`config.mk`:
```
export PLATFORM = sky130hd
export DESIGN_NAME = reg_file_param_flat
export DESIGN_NICKNAME = d
export VERILOG_FILES = /design/src/rtl/reg_file_param_if.sv /design/src/rtl/reg_file_param.sv /design/src/flat_wrapper.sv
export SDC_FILE = /design/constraint.sdc
export NUM_CORES = 2
export LEC_CHECK = 0
export CAP_MARGIN = 10
export CORE_UTILIZATION = 50
export CTS_BUF_LIST = sky130_fd_sc_hd__clkbuf_4 sky130_fd_sc_hd__clkbuf_8
export CTS_CLUSTER_DIAMETER = 200
export DETAILED_ROUTE_END_ITERATION = 12
export PLACE_DENSITY_LB_ADDON = 0.25
export SYNTH_ARGS = -nofsm -noshare
export SYNTH_HDL_FRONTEND = slang
export SYNTH_SLANG_ARGS = --single-unit
```
`constraint.sdc`:
```
create_clock -name clk -period 2.8 [get_ports clk]
set_input_delay 0.28 -clock clk [delete_from_list [all_inputs] [get_ports clk]]
set_output_delay 0.28 -clock clk [all_outputs]
set_load 0.03 [all_outputs]
```
`src/rtl/reg_file_param_if.sv`:
```
// reg_file_param_if: write, reserve and dual-read bus of reg_file_param
interface reg_file_param_if #(
  parameter int WIDTH = 32,
  parameter int DEPTH = 32,
  parameter int AW = $clog2(DEPTH)
);
  logic we;
  logic [AW-1:0] waddr;
  logic [WIDTH-1:0] wdata;
  logic re_a;
  logic [AW-1:0] raddr_a;
  logic [WIDTH-1:0] rdata_a;
  logic pend_a;
  logic re_b;
  logic [AW-1:0] raddr_b;
  logic [WIDTH-1:0] rdata_b;
  logic pend_b;
  logic rsv;
  logic [AW-1:0] rsv_addr;
  logic [AW:0] pend_count;
  modport master (
    output we, waddr, wdata, re_a, raddr_a, re_b, raddr_b, rsv, rsv_addr,
    input rdata_a, pend_a, rdata_b, pend_b, pend_count
  );
  modport slave (
    input we, waddr, wdata, re_a, raddr_a, re_b, raddr_b, rsv, rsv_addr,
    output rdata_a, pend_a, rdata_b, pend_b, pend_count
  );
endinterface

```
`src/rtl/reg_file_param.sv`:
```
// reg_file_param: register file with two registered read ports, write-first bypass and pending scoreboard; ZERO_REG_EN hardwires register 0
module reg_file_param #(
  parameter int WIDTH = 32,
  parameter int DEPTH = 32
) (
  input logic clk,
  input logic rst,
  reg_file_param_if.slave bus
);
  localparam int AW = $clog2(DEPTH);
  localparam logic [AW:0] DEP = (AW+1)'(DEPTH);
  logic [WIDTH-1:0] mem [DEPTH];
  logic [DEPTH-1:0] pend, pend_nxt;
  logic w_ok, r_ok, inc, dec, va, vb;
  logic [WIDTH-1:0] da, db;
`ifdef ZERO_REG_EN
  assign w_ok = bus.we && ({1'b0, bus.waddr} < DEP) && bus.waddr != '0;
  assign r_ok = bus.rsv && ({1'b0, bus.rsv_addr} < DEP) && bus.rsv_addr != '0;
`else
  assign w_ok = bus.we && ({1'b0, bus.waddr} < DEP);
  assign r_ok = bus.rsv && ({1'b0, bus.rsv_addr} < DEP);
`endif
  assign va = {1'b0, bus.raddr_a} < DEP;
  assign vb = {1'b0, bus.raddr_b} < DEP;
  assign da = !va ? '0 : (w_ok && bus.waddr == bus.raddr_a) ? bus.wdata : mem[bus.raddr_a];
  assign db = !vb ? '0 : (w_ok && bus.waddr == bus.raddr_b) ? bus.wdata : mem[bus.raddr_b];
  assign inc = r_ok && !pend[bus.rsv_addr];
  assign dec = w_ok && pend[bus.waddr] && !(r_ok && bus.rsv_addr == bus.waddr);
  // post-edge pending vector: a write releases, a reserve claims and wins a collision
  always_comb begin
    pend_nxt = pend;
    if (w_ok) pend_nxt[bus.waddr] = 1'b0;
    if (r_ok) pend_nxt[bus.rsv_addr] = 1'b1;
  end
  // storage, scoreboard and running pending count
  always_ff @(posedge clk or negedge rst) begin
    if (!rst) begin
      for (int i = 0; i < DEPTH; i++) mem[i] <= '0;
      pend <= '0;
      bus.pend_count <= '0;
    end else begin
      if (w_ok) mem[bus.waddr] <= bus.wdata;
      pend <= pend_nxt;
      bus.pend_count <= bus.pend_count + (AW+1)'(inc) - (AW+1)'(dec);
    end
  end
  // registered read ports, holding when not enabled
  always_ff @(posedge clk or negedge rst) begin
    if (!rst) begin
      bus.rdata_a <= '0;
      bus.pend_a <= 1'b0;
      bus.rdata_b <= '0;
      bus.pend_b <= 1'b0;
    end else begin
      if (bus.re_a) begin
        bus.rdata_a <= da;
        bus.pend_a <= va && pend_nxt[bus.raddr_a];
      end
      if (bus.re_b) begin
        bus.rdata_b <= db;
        bus.pend_b <= vb && pend_nxt[bus.raddr_b];
      end
    end
  end
endmodule

```
`src/flat_wrapper.sv`:
```
// flat-port wrapper written by rule: the top's interface ports become plain ports
module reg_file_param_flat 
#(
  parameter int WIDTH = 32,
  parameter int DEPTH = 32
)
  (clk, rst, bus_we, bus_waddr, bus_wdata, bus_re_a, bus_raddr_a, bus_re_b, bus_raddr_b, bus_rsv, bus_rsv_addr, bus_rdata_a, bus_pend_a, bus_rdata_b, bus_pend_b, bus_pend_count);
  reg_file_param_if #(.WIDTH(WIDTH), .DEPTH(DEPTH)) bus_i ();
  input logic clk;
  input logic rst;
  input wire logic [$bits(bus_i.we)-1:0] bus_we;
  input wire logic [$bits(bus_i.waddr)-1:0] bus_waddr;
  input wire logic [$bits(bus_i.wdata)-1:0] bus_wdata;
  input wire logic [$bits(bus_i.re_a)-1:0] bus_re_a;
  input wire logic [$bits(bus_i.raddr_a)-1:0] bus_raddr_a;
  input wire logic [$bits(bus_i.re_b)-1:0] bus_re_b;
  input wire logic [$bits(bus_i.raddr_b)-1:0] bus_raddr_b;
  input wire logic [$bits(bus_i.rsv)-1:0] bus_rsv;
  input wire logic [$bits(bus_i.rsv_addr)-1:0] bus_rsv_addr;
  output wire logic [$bits(bus_i.rdata_a)-1:0] bus_rdata_a;
  output wire logic [$bits(bus_i.pend_a)-1:0] bus_pend_a;
  output wire logic [$bits(bus_i.rdata_b)-1:0] bus_rdata_b;
  output wire logic [$bits(bus_i.pend_b)-1:0] bus_pend_b;
  output wire logic [$bits(bus_i.pend_count)-1:0] bus_pend_count;
  assign bus_i.we = bus_we;
  assign bus_i.waddr = bus_waddr;
  assign bus_i.wdata = bus_wdata;
  assign bus_i.re_a = bus_re_a;
  assign bus_i.raddr_a = bus_raddr_a;
  assign bus_i.re_b = bus_re_b;
  assign bus_i.raddr_b = bus_raddr_b;
  assign bus_i.rsv = bus_rsv;
  assign bus_i.rsv_addr = bus_rsv_addr;
  assign bus_rdata_a = bus_i.rdata_a;
  assign bus_pend_a = bus_i.pend_a;
  assign bus_rdata_b = bus_i.rdata_b;
  assign bus_pend_b = bus_i.pend_b;
  assign bus_pend_count = bus_i.pend_count;
  reg_file_param #(.WIDTH(WIDTH), .DEPTH(DEPTH)) u_core (.clk(clk), .rst(rst), .bus(bus_i));
endmodule
```
==> ci_impl_report.md <==
## Implementation flow summary

| Metric | Value |
|---|---|
| Most used cell, CP | inv_2 |
| H-tree depth | 4 |
| Crit path DAT | 3.69 ns |
| CTS root buffer | clkbuf_8 |
| DRT iter0 DRCs | 3882 |
| Worst Tran Pin Value | 0.990 ns |
| Clk sinks | 1128 |
| Final Cycle Share | 103% |
| # DRC | 0 |
| Most numerous logic cells after layout | dfrtp_1 (1128), mux2_2 (993), mux4_2 (671) |
| Crit Path Class | reg2reg |
| Yosys chip area | 59900 µm² |
| P_leak | 0.0307 µW |
| TritonCTS clock tree | built |
| Worst r2r path cells | 13 |
| Worst R2R End | u_core.bus.pend_count[4] |
| First-pass GRT wire length | 271000 µm |
| Critical Path, Cell by Cell | mux4_2 > mux4_2 > mux2i_1 > nor2_1 > ha_2 > inv_2 > ha_4 > inv_2 > fa_2 > inv_2 > a21o_1 > a21oi_2 > xnor2_1 |
| Outcome | complete, but fails checks |
| Vias/cell | 6.51 |
| Total clock buffers created by CTS | 189 |
| R2R Path Start | u_core.pend[30] |
| Die ar. | 121000 µm² |
| DP HPWL | 107000 µm |
| Number of distinct library cells after synthesis | 61 |
| Drt pass-1 iters | 5 |
| Violated checks | setup timing |
| Leading area contributor after synthesis | dfrtp_1 |
| Fin Clk Skew | 0.0222 ns |
| Ys cells | 3838 |
| Fill cell count | 8929 |
| Vias in the first global route | 40100 |
| Final setup viols | 2 |
| Min cycle time layout | 2.87 ns |
| Antenna Nets Post-Route | 0 |
| CP max-delay cell | mux4_2 |
| Final GP Congestion | 0.893 |
| Worst setup EP type | flip-flop |
| Worst Path Required | 3.62 ns |
| Maximum VDD drop | 0.000486 V |
| Synth top cell by count | dfrtp_1 |
| Worst path max stage delay | 0.48 ns |
| Top cell excl fill/tap | dfrtp_1 |
| Post-synth top flop | dfrtp_1 |
| Hold Crit Class | in2reg |
| Synth Seq Share | 47.1% |
| Synth Warn # | 0 |
| Maxcap violations | 0 |
| Post-Syn Area per Cell | 15.6 µm² |
| Crit path max-delay family | multiplexers |
| Post-Route Setup TNS | -0.134 ns |
| Max transition margin | 34.0% |
| Post-synthesis cell area | 59900 µm² |
| Area Growth Syn to Fin | 17.5% |
| # nets final | 4215 |
| Pins over their slew limit | 0 |
| Antenna violations before repair | 3 |
| Setup ws final | -0.0740 ns |
| FP Core Util | 50.6% |
| Largest net degree at the start of global routing | 102 |
| Top cells by count, synth | dfrtp_1 (1128), mux2_2 (993), mux4_2 (671) |
| Post-synth top area share | 47.1% |
| Num rows | 126 |
| Mapped Cells | 3838 |
| Total power | 50000 µW |
| Grt ovf | 0 |
| Total power divided by cell area | 711 nW/µm² |
| Core ar. | 118000 µm² |
| Biggest area cells | dfrtp_1 (47%), mux4_2 (25%), mux2_2 (19%), clkbuf_1 (1.7%), nand2_1 (1.1%) |
| Unrepaired setup endpoints after global routing | true |
| Flip-flops with a built-in enable | 0 |
| CP Launch Point | u_core.pend[30] |
| Clock buffer depth | 3 |
| Stages on the worst setup path | 13 |
| Share of layout cells above drive strength 1 | 57.5% |
| Worst-path fanout max | 2 |
| Fraction of registers with async set/reset | 100% |
| Crit path launch type | flip-flop |
| Worst Setup EP | u_core.bus.pend_count[4] |
| I/O pin count | 130 |
| Log Warnings | 32 |
| Net Count, Synth | 3903 |
| Crit path buf inv count | 3 |
| Flop2flop setup slack | -0.07 ns |
| Fmax achieved | 0.348 GHz |
| Final Hold Vio Count | 0 |
| Worst-path clk slew | 0.07 ns |
| Post-synthesis register bit count | 1128 |
## worst min path at each step
stage,startpoint,to,slack [ns],cells after the start
after global placement,rst,u_core.bus.pend_count[5],0.28,1
after floorplan,rst,u_core.bus.pend_a,-0.02,0
after detailed placement,rst,u_core.bus.pend_count[5],0.28,1
after global routing,rst,u_core.mem[375],0.13,3
after CTS,bus_raddr_b[3],u_core.bus.pend_b,0.04,5
final,bus_raddr_b[3],u_core.bus.pend_b,0.13,5
## cells by family (layout without fill, tap and decap cells)
family,count (synthesis),count (layout),synth area share (%)
multiplexers,1697,1697,44.5
other,0,1,0
flip-flops,1128,1128,47.1
XOR/XNOR,20,20,0.293
AND/OR/NAND/NOR,288,288,2.28
adder cells (fa/ha/maj),7,7,0.159
buffers and inverters,472,936,3.28
AND-OR/OR-AND,226,226,2.37
## registers in the layout, summed over array words and instances (netlist names)
name / count
u_core.pend: 32
u_core.mem: 1024
u_core.bus.pend_a: 1
u_core.bus.pend_count: 6
u_core.bus.rdata_b: 32
u_core.bus.rdata_a: 32
u_core.bus.pend_b: 1
## cell type report
cell class | count | area (µm²) | area share [%]
diodes | 1 | 2.50 | 0.00356
clock buffers | 307 | 3890 | 5.53
clock inverters | 36 | 292 | 0.415
inverters | 65 | 244 | 0.347
multi-input cells | 2238 | 29900 | 42.6
flip-flops and latches | 1128 | 28200 | 40.1
well taps | 1600 | 2000 | 2.85
repair buffers | 528 | 5740 | 8.16
## what timing repair did
| action | 4_1_cts | 5_1_grt |
|---|---|---|
| pin swaps | 3 | 5 |
| resized | 4 | 6 |
| buffers inserted | 0 | 1 |
| setup endpoints to repair | 2 | 4 |
| hold buffers | 6 | 0 |
| hold endpoints to repair | 751 | 0 |
## worst min-delay path, delay by kind of cell
family | cells | cell delay, ns
buffers and inverters | 3 | 0.47
AND-OR/OR-AND | 2 | 0.24
## power breakdown
part / internal [µW] / switching, µW
Combinational: 7420 / 4720
Sequential: 19600 / 2260
Clock: 8900 / 7050
## routing by layer
| metal | global-route usage [%] | part of all wire, % |
|---|---|---|
| met1 | 44.4 | 43 |
| met2 | 46.4 | 47 |
| met3 | 5.72 | 7.7 |
| met4 | 9.78 | 3.0 |
| met5 | 0 | 0 |
## through the flow
step	std cells	worst slack, ns	hold WS (ns)	area (µm²)	utilization [%]
finish	5903	-0.0740	0.130	70300	59.4
global route	5903	-0.200	0.128	70300	59.4
CTS	5901	-0.0892	0.0384	70300	59.4
detailed placement	5552	-0.686	0.283	66000	55.8
global placement	5552	-0.703	0.285	66000	55.8
floorplan	3838	-0.141	-0.0156	59900	-
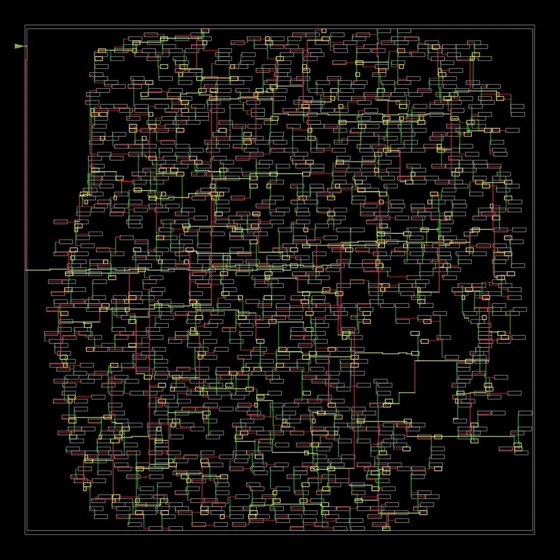
*Clock nets*
clk_lat worst skew: 0.92 ns
# clk buffers: 307

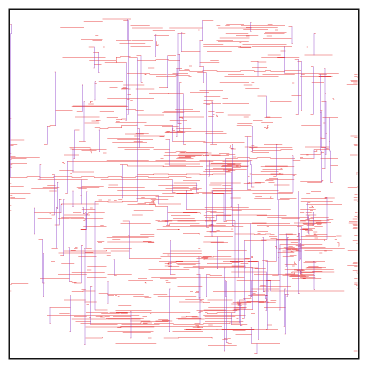
*Signal wires by layer*
(1 px per µm) Two of the layers only.
colour	layer	wire length
purple	metal 4	5320 µm
red	metal 3	13700 µm
Global Route Usage Sum: 30.4%
routed vias: 38400
Detailed Route WL: 179000 µm
WL/cell: 30.3 µm

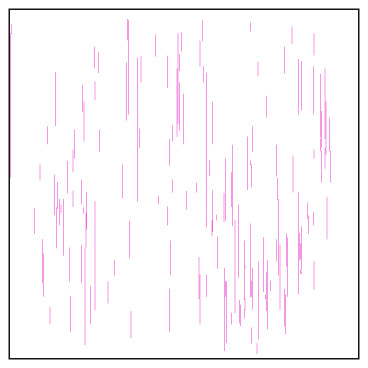
*Metal 4*
(1 px per µm)
main direction	vertical
share of all routed wire	3.0%
longest straight run	144 µm

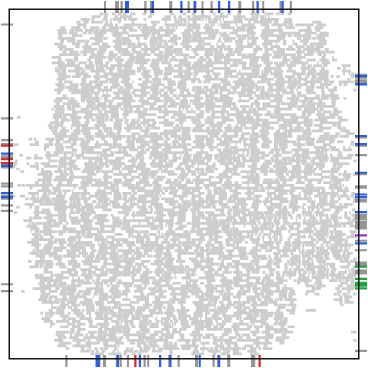
*Pin placement*
(1 px per µm) Pins as bars across the die edge, other pins in grey.
colour	port	pins	direction	edge
blue	bus_rdata_b	32	output	10 top, 9 right, 9 bottom, 4 left
red	bus_raddr_a	5	input	3 left, 2 bottom
green	bus_pend_count	6	output	right
purple	bus_pend_a	1	output	right
IO Port Bufs: 129
height of the die: 348 µm
Die Span X: 348 µm

Power is estimated from default activity; no workload was simulated.
